floorplan.png
Scale bar: 20 um. Pins as bars on the die edge.
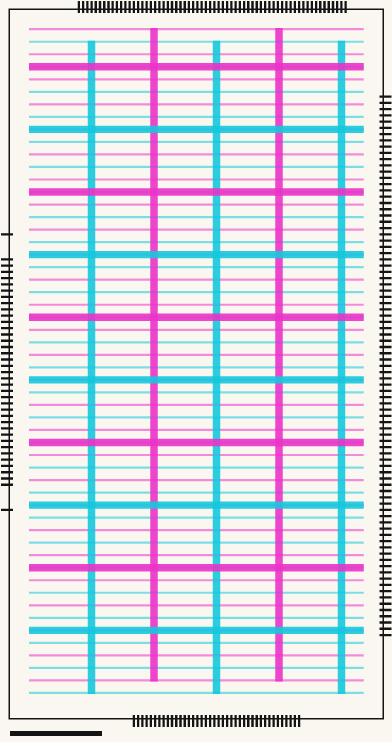
m2.png
Scale bar: 20 um.
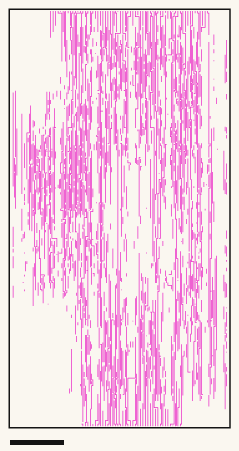
[src/rtl/alu_arbiter_pkg.sv]
// Shared definitions for the ALU arbiter.
//
// Contents:
//   state_e          - controller FSM state encoding
//   FunAdd..FunDiv   - arithmetic function codes carried in fun[1:0]
//   fun_has_carry()  - true for codes whose carry output is meaningful
//   fun_is_div()     - true for the divide code
package alu_arbiter_pkg;

    typedef enum logic [1:0] {
        StIdle  = 2'd0,
        StIssue = 2'd1,
        StWait  = 2'd2,
        StResp  = 2'd3
    } state_e;

    localparam logic [1:0] FunAdd = 2'b00;
    localparam logic [1:0] FunSub = 2'b01;
    localparam logic [1:0] FunMul = 2'b10;
    localparam logic [1:0] FunDiv = 2'b11;

    function automatic logic fun_has_carry(input logic [3:0] fun);
        return (fun[1:0] == FunAdd) || (fun[1:0] == FunSub);
    endfunction

    function automatic logic fun_is_div(input logic [3:0] fun);
        return fun[1:0] == FunDiv;
    endfunction

endpackage

[src/rtl/alu_arbiter_rr_arbiter.sv]
// Round-robin grant logic for the ALU arbiter.
//
// Searches the request vector starting at index ptr and wrapping from NUM_REQ-1 back to 0;
// the first set request found is granted. Purely combinational.
//
// Ports:
//   req    in   NUM_REQ  request vector
//   ptr    in   IdxW     index with highest priority this cycle
//   grant  out  NUM_REQ  one-hot grant, zero when no request is set
module rr_arbiter #(
    parameter int unsigned NUM_REQ = 4,
    localparam int unsigned IdxW = (NUM_REQ > 1) ? $clog2(NUM_REQ) : 1
) (
    input  logic [NUM_REQ-1:0] req,
    input  logic [IdxW-1:0]    ptr,
    output logic [NUM_REQ-1:0] grant
);

    logic            found;
    logic [IdxW-1:0] idx;

    always_comb begin
        grant = '0;
        found = 1'b0;
        idx   = '0;
        for (int unsigned i = 0; i < NUM_REQ; i++) begin
            idx = IdxW'((32'(ptr) + i) % NUM_REQ);
            if (!found && req[idx]) begin
                grant[idx] = 1'b1;
                found      = 1'b1;
            end
        end
    end

endmodule

[src/rtl/alu_arbiter.sv]
// ALU arbiter: shares one registered arithmetic unit among NUM_REQ requesters.
//
// A single command is in flight at a time. In IDLE the round-robin arbiter picks a
// requester, its operands are captured, driven to the ALU for one ISSUE cycle plus
// ALU_LATENCY WAIT cycles, and the ALU result is held as a response until consumed.
// A divide by zero bypasses the ALU and answers one cycle after accept.
//
// Ports:
//   clk, rst                  clock, asynchronous active-low reset
//   req_valid / req_ready     per-requester command handshake (ready is one-hot or zero)
//   req_a, req_b, req_fun     packed per-requester operands and function code
//   alu_a, alu_b, alu_fun     operands and function driven to the arithmetic unit
//   alu_enable                arithmetic unit enable (ISSUE and WAIT only)
//   alu_out, alu_carry        registered result and carry from the arithmetic unit
//   rsp_valid / rsp_ready     response handshake
//   rsp_id                    index of the requester owning the response
//   rsp_data, rsp_carry       result and carry (carry forced 0 for mul/div)
//   rsp_dz                    divide-by-zero flag
module alu_arbiter
    import alu_arbiter_pkg::*;
#(
    parameter int unsigned NUM_REQ     = 4,
    parameter int unsigned DATA_WIDTH  = 16,
    parameter int unsigned ALU_LATENCY = 1,
    localparam int unsigned IdxW = (NUM_REQ > 1) ? $clog2(NUM_REQ) : 1
) (
    input  logic                          clk,
    input  logic                          rst,
    input  logic [NUM_REQ-1:0]            req_valid,
    output logic [NUM_REQ-1:0]            req_ready,
    input  logic [NUM_REQ*DATA_WIDTH-1:0] req_a,
    input  logic [NUM_REQ*DATA_WIDTH-1:0] req_b,
    input  logic [NUM_REQ*4-1:0]          req_fun,
    output logic [DATA_WIDTH-1:0]         alu_a,
    output logic [DATA_WIDTH-1:0]         alu_b,
    output logic [3:0]                    alu_fun,
    output logic                          alu_enable,
    input  logic [DATA_WIDTH-1:0]         alu_out,
    input  logic                          alu_carry,
    output logic                          rsp_valid,
    input  logic                          rsp_ready,
    output logic [IdxW-1:0]               rsp_id,
    output logic [DATA_WIDTH-1:0]         rsp_data,
    output logic                          rsp_carry,
    output logic                          rsp_dz
);

    localparam int unsigned CntW = (ALU_LATENCY > 1) ? $clog2(ALU_LATENCY) : 1;

    state_e state_q, state_d;

    logic [IdxW-1:0]       rr_ptr_q, rr_ptr_d;
    logic [CntW-1:0]       cnt_q, cnt_d;
    logic [DATA_WIDTH-1:0] a_q, a_d;
    logic [DATA_WIDTH-1:0] b_q, b_d;
    logic [3:0]            fun_q, fun_d;
    logic [IdxW-1:0]       idx_q, idx_d;
    logic [DATA_WIDTH-1:0] rsp_data_q, rsp_data_d;
    logic                  rsp_carry_q, rsp_carry_d;
    logic                  rsp_dz_q, rsp_dz_d;

    logic [NUM_REQ-1:0]    grant;
    logic [IdxW-1:0]       grant_idx;
    logic [DATA_WIDTH-1:0] a_sel;
    logic [DATA_WIDTH-1:0] b_sel;
    logic [3:0]            fun_sel;
    logic                  dz_sel;
    logic                  accept;
    logic                  wait_done;

    // ---------------------------------------------------------------------------------------
    // Arbitration and operand selection
    // ---------------------------------------------------------------------------------------
    rr_arbiter #(
        .NUM_REQ (NUM_REQ)
    ) u_rr_arbiter (
        .req   (req_valid),
        .ptr   (rr_ptr_q),
        .grant (grant)
    );

    always_comb begin
        grant_idx = '0;
        a_sel     = '0;
        b_sel     = '0;
        fun_sel   = '0;
        for (int unsigned i = 0; i < NUM_REQ; i++) begin
            if (grant[i]) begin
                grant_idx = IdxW'(i);
                a_sel     = req_a[i*DATA_WIDTH +: DATA_WIDTH];
                b_sel     = req_b[i*DATA_WIDTH +: DATA_WIDTH];
                fun_sel   = req_fun[i*4 +: 4];
            end
        end
    end

    assign dz_sel    = fun_is_div(fun_sel) && (b_sel == '0);
    assign accept    = |(req_valid & req_ready);
    assign wait_done = (cnt_q == CntW'(ALU_LATENCY - 1));

    // ---------------------------------------------------------------------------------------
    // FSM: state register
    // ---------------------------------------------------------------------------------------
    always_ff @(posedge clk or negedge rst) begin
        if (!rst) begin
            state_q <= StIdle;
        end else begin
            state_q <= state_d;
        end
    end

    // ---------------------------------------------------------------------------------------
    // FSM: next state
    // ---------------------------------------------------------------------------------------
    always_comb begin
        state_d = state_q;
        unique case (state_q)
            StIdle: begin
                if (accept) begin
                    state_d = dz_sel ? StResp : StIssue;
                end
            end
            StIssue: state_d = StWait;
            StWait: begin
                if (wait_done) begin
                    state_d = StResp;
                end
            end
            StResp: begin
                if (rsp_ready) begin
                    state_d = StIdle;
                end
            end
            default: state_d = StIdle;
        endcase
    end

    // ---------------------------------------------------------------------------------------
    // FSM: outputs
    // ---------------------------------------------------------------------------------------
    always_comb begin
        req_ready  = '0;
        alu_enable = 1'b0;
        rsp_valid  = 1'b0;
        unique case (state_q)
            // Reset holds the FSM in IDLE; gating with rst keeps ready low while it is asserted.
            StIdle:          req_ready  = rst ? grant : '0;
            StIssue, StWait: alu_enable = 1'b1;
            StResp:          rsp_valid  = 1'b1;
            default:         ;
        endcase
    end

    // ---------------------------------------------------------------------------------------
    // Datapath registers
    // ---------------------------------------------------------------------------------------
    always_comb begin
        rr_ptr_d    = rr_ptr_q;
        cnt_d       = cnt_q;
        a_d         = a_q;
        b_d         = b_q;
        fun_d       = fun_q;
        idx_d       = idx_q;
        rsp_data_d  = rsp_data_q;
        rsp_carry_d = rsp_carry_q;
        rsp_dz_d    = rsp_dz_q;

        if (accept) begin
            rr_ptr_d = (grant_idx == IdxW'(NUM_REQ - 1)) ? '0 : grant_idx + 1'b1;
            a_d      = a_sel;
            b_d      = b_sel;
            fun_d    = fun_sel;
            idx_d    = grant_idx;
            // Divide by zero is answered directly without touching the ALU.
            if (dz_sel) begin
                rsp_data_d  = '0;
                rsp_carry_d = 1'b0;
                rsp_dz_d    = 1'b1;
            end
        end

        if (state_q == StWait) begin
            if (wait_done) begin
                cnt_d       = '0;
                rsp_data_d  = alu_out;
                rsp_carry_d = alu_carry & fun_has_carry(fun_q);
                rsp_dz_d    = 1'b0;
            end else begin
                cnt_d = cnt_q + 1'b1;
            end
        end
    end

    always_ff @(posedge clk or negedge rst) begin
        if (!rst) begin
            rr_ptr_q    <= '0;
            cnt_q       <= '0;
            a_q         <= '0;
            b_q         <= '0;
            fun_q       <= '0;
            idx_q       <= '0;
            rsp_data_q  <= '0;
            rsp_carry_q <= 1'b0;
            rsp_dz_q    <= 1'b0;
        end else begin
            rr_ptr_q    <= rr_ptr_d;
            cnt_q       <= cnt_d;
            a_q         <= a_d;
            b_q         <= b_d;
            fun_q       <= fun_d;
            idx_q       <= idx_d;
            rsp_data_q  <= rsp_data_d;
            rsp_carry_q <= rsp_carry_d;
            rsp_dz_q    <= rsp_dz_d;
        end
    end

    assign alu_a     = a_q;
    assign alu_b     = b_q;
    assign alu_fun   = fun_q;
    assign rsp_id    = idx_q;
    assign rsp_data  = rsp_data_q;
    assign rsp_carry = rsp_carry_q;
    assign rsp_dz    = rsp_dz_q;

endmodule

[config.mk]
export PLATFORM = sky130hd
export DESIGN_NAME = alu_arbiter
export DESIGN_NICKNAME = d
export VERILOG_FILES = /design/src/rtl/alu_arbiter_pkg.sv /design/src/rtl/alu_arbiter_rr_arbiter.sv /design/src/rtl/alu_arbiter.sv
export SDC_FILE = /design/constraint.sdc
export NUM_CORES = 1
export LEC_CHECK = 0
export ABC_AREA = 1
export CAP_MARGIN = 20
export CORE_ASPECT_RATIO = 2
export CORE_MARGIN = 4
export CORE_UTILIZATION = 39
export DETAILED_ROUTE_END_ITERATION = 10
export GPL_ROUTABILITY_DRIVEN = 0
export HOLD_SLACK_MARGIN = 0.12
export PLACE_DENSITY = 0.81
export SYNTH_ARGS = -nofsm -noshare
export SYNTH_HDL_FRONTEND = slang
export SYNTH_SLANG_ARGS = --single-unit
[constraint.sdc]
create_clock -name clk -period 3.6 [get_ports clk]
set_input_delay 0.72 -clock clk [delete_from_list [all_inputs] [get_ports clk]]
set_output_delay 0.72 -clock clk [all_outputs]
set_load 0.05 [all_outputs]
==> impl_metrics.tcl <==
# collected from the flow reports
set metrics [dict create \
    insertion_delay_ns 0.32 \
    p_seq_uw 1220 \
    worstMarginPinSlew_ns 0.732 \
    layout_top_cell "clkdlybuf4s50_1" \
    fmax_mhz 292 \
    final_cell_mix "224 x clkdlybuf4s50_1, 162 x nand2_1, 65 x nor2_1" \
    drv_slew 0 \
    grtUsageTotal_pct 26.4 \
    numCtsBuffers 9 \
    power.share.sequential_pct 14.6 \
    synth.most_common_cell "nand2_1" \
    r2r_start "rr_ptr_q[1]" \
    power.internal_uw 3820 \
    top_area_share_pct 36.2 \
    setup_ws_ns 0.179 \
    ys_types 32 \
    outcome "finished clean" \
    grt-ovfl-total 0 \
    drtIter0Drc 314 \
    synthArstFlopShare_pct 100 \
    clockNetworkAreaShare_pct 4.54 \
    num-nonclk-buffers 253 \
    skew_ns 0.00601 \
    critPathMaxFanout 19 \
    fillers 879 \
    io_buffers 229 \
    die-area_um2 12400 \
    wirelength_um 16800 \
    area_leaders "dfrtp_1 36%, nand2_1 15%, a21oi_1 6.4%" \
    required_ns 3.80 \
    setup_tns_ns 0 \
    comb_area_um2 2360 \
    clk_pin_slew_worst_paths_ns 0.05 \
    num_rows 53 \
    reg2reg_setup_slack_ns 0.31 \
    ys_chip_area_um2 4140 \
    warnings 35 \
    rr_worst_depth 21 \
    totalPowerFinal_uw 8330 \
    hold_violations 0 \
    num-multi-input-gates 440 \
    sh_comb_area_pct 33.5 \
    synth_nets 741 \
    finalClockPeriodUsage_pct 95.0 \
    pwr_density_cell_nw_per_um2 1180 \
    synth-main-ff-cell "dfrtp_1" \
    wl_per_cell_um 17.9 \
    slew_headroom_pct 51.2 \
    die_w_um 80.9 \
    io_pins 230 \
    synthesis.area_um2 4140 \
    die_h_um 154 \
    buf_share_pct 36.4 \
    num-clock-buffers 12 \
    syn-mean-instance-area_um2 7.39 \
    cts_root_buf "clkbuf_16" \
    grt_pass1_wl_um 25400 \
    crit_start "req_valid[1]" \
    peakVddDrop_mv 0.724 \
    leakagePower_uw 0.00316 \
    p_clk_uw 910 \
    viasPerCell 5.29 \
    seq_share_pct 21.4 \
    tap_cells 137 \
    seq_cells 60 \
    postCtsHoldBufs 0 \
    min_period_ns 3.42 \
    ctsResizeCount 0 \
    synth.top_cells.by_count "162 x nand2_1, 65 x nor2_1, 60 x dfrtp_1" \
    fp.coreArea_um2 10500 \
    grt_pass1_vias 5111 \
    firstDrtPassIters 5 \
    antenna_found_initial 0 \
    finalSetupViolCount 0 \
    edf_count 0 \
    clkPwrFrac_pct 10.9 \
    swShare_pct 54.2 \
    syn_to_final_growth_pct 69.7 \
    largest_cell_class "buffers" \
    cts_buffer_depth 2 \
    rsz0062_at_grt "no" \
    route.detailed.drc 0 \
    dpl.hpwl_um 13400 \
    critPathCaptureType "register" \
    maxCapViolCount 0 \
    inv_count 32 \
]
-- floorplan.png (at the start) --
net	colour
VSS	cyan
VDD	magenta
met1 rails	54
signal pins	230
rows	53
met5 straps	10
met4 straps	5

-- m2.png (at the start) --
main direction	vertical
nets with wire on the layer	830
wire length on this layer	9,050 um
share of all routed wire	54%
longest straight run	72.8 um

kinds of logic (layout without fill, tap and decap cells):
| logic type | after synthesis | count (layout) | synth area share [%] |
|---|---|---|---|
| fa+ha+maj | 12 | 12 | 3.62 |
| flops | 60 | 60 | 36.2 |
| simple gates | 308 | 308 | 35.9 |
| buf+inv | 61 | 301 | 6.82 |
| compound gates | 120 | 120 | 17.5 |
registers in the layout, summed over array words and instances, names as in the netlist:
register   count
rsp_id         2
alu_a         16
alu_fun        4
rsp_data      16
rr_ptr_q       2
alu_b         16
state_q        2
rsp_dz         1
rsp_carry      1
critical path, cell delays in order:
cell and delay [ns]:
clkdlybuf4s50_1 0.52, nand2_1 0.14, nand3_1 0.12, nand2_1 0.12, nand2_2 0.16, nor2_8 0.05, nand2_2 0.08, nand3_4 0.18
nor2_8 0.31, buf_12 0.21, nand2_1 0.06, nand2_1 0.07, nand2_1 0.07, nand2_1 0.07, nand2_1 0.06, nor2_2 0.19
nand4_4 0.13, buf_12 0.18, nand3_1 0.07, nand2_1 0.08
metrics by stage:
step           hold slack [ns]  utilization (%)  cells  instance area [um^2]
2_1_floorplan            0.424                -    561                  4140
3_3_place_gp             0.467             63.8    919                  6690
3_5_place_dp             0.473             63.8    919                  6690
4_1_cts                  0.209             66.9    935                  7010
5_1_grt                  0.216             67.1    938                  7030
6_report                 0.220             67.1    938                  7030
routing by layer:
layer,wire length [um],global-route usage [%],up-vias
met2,9050,48.7,240
met1,5640,25.9,2319
met4,727,13.5,0
met3,1350,6.92,52
li1,-,-,2349
met5,0,0,-
worst paths after layout:
| kind | end |
|---|---|
| min | rr_ptr_q[0] |
| max | rsp_data[12] |
| min in group clk | alu_b[13] |
| min reg2reg | alu_b[13] |
| max in group asynchronous | alu_a[15] |
| max reg2reg | rsp_data[12] |
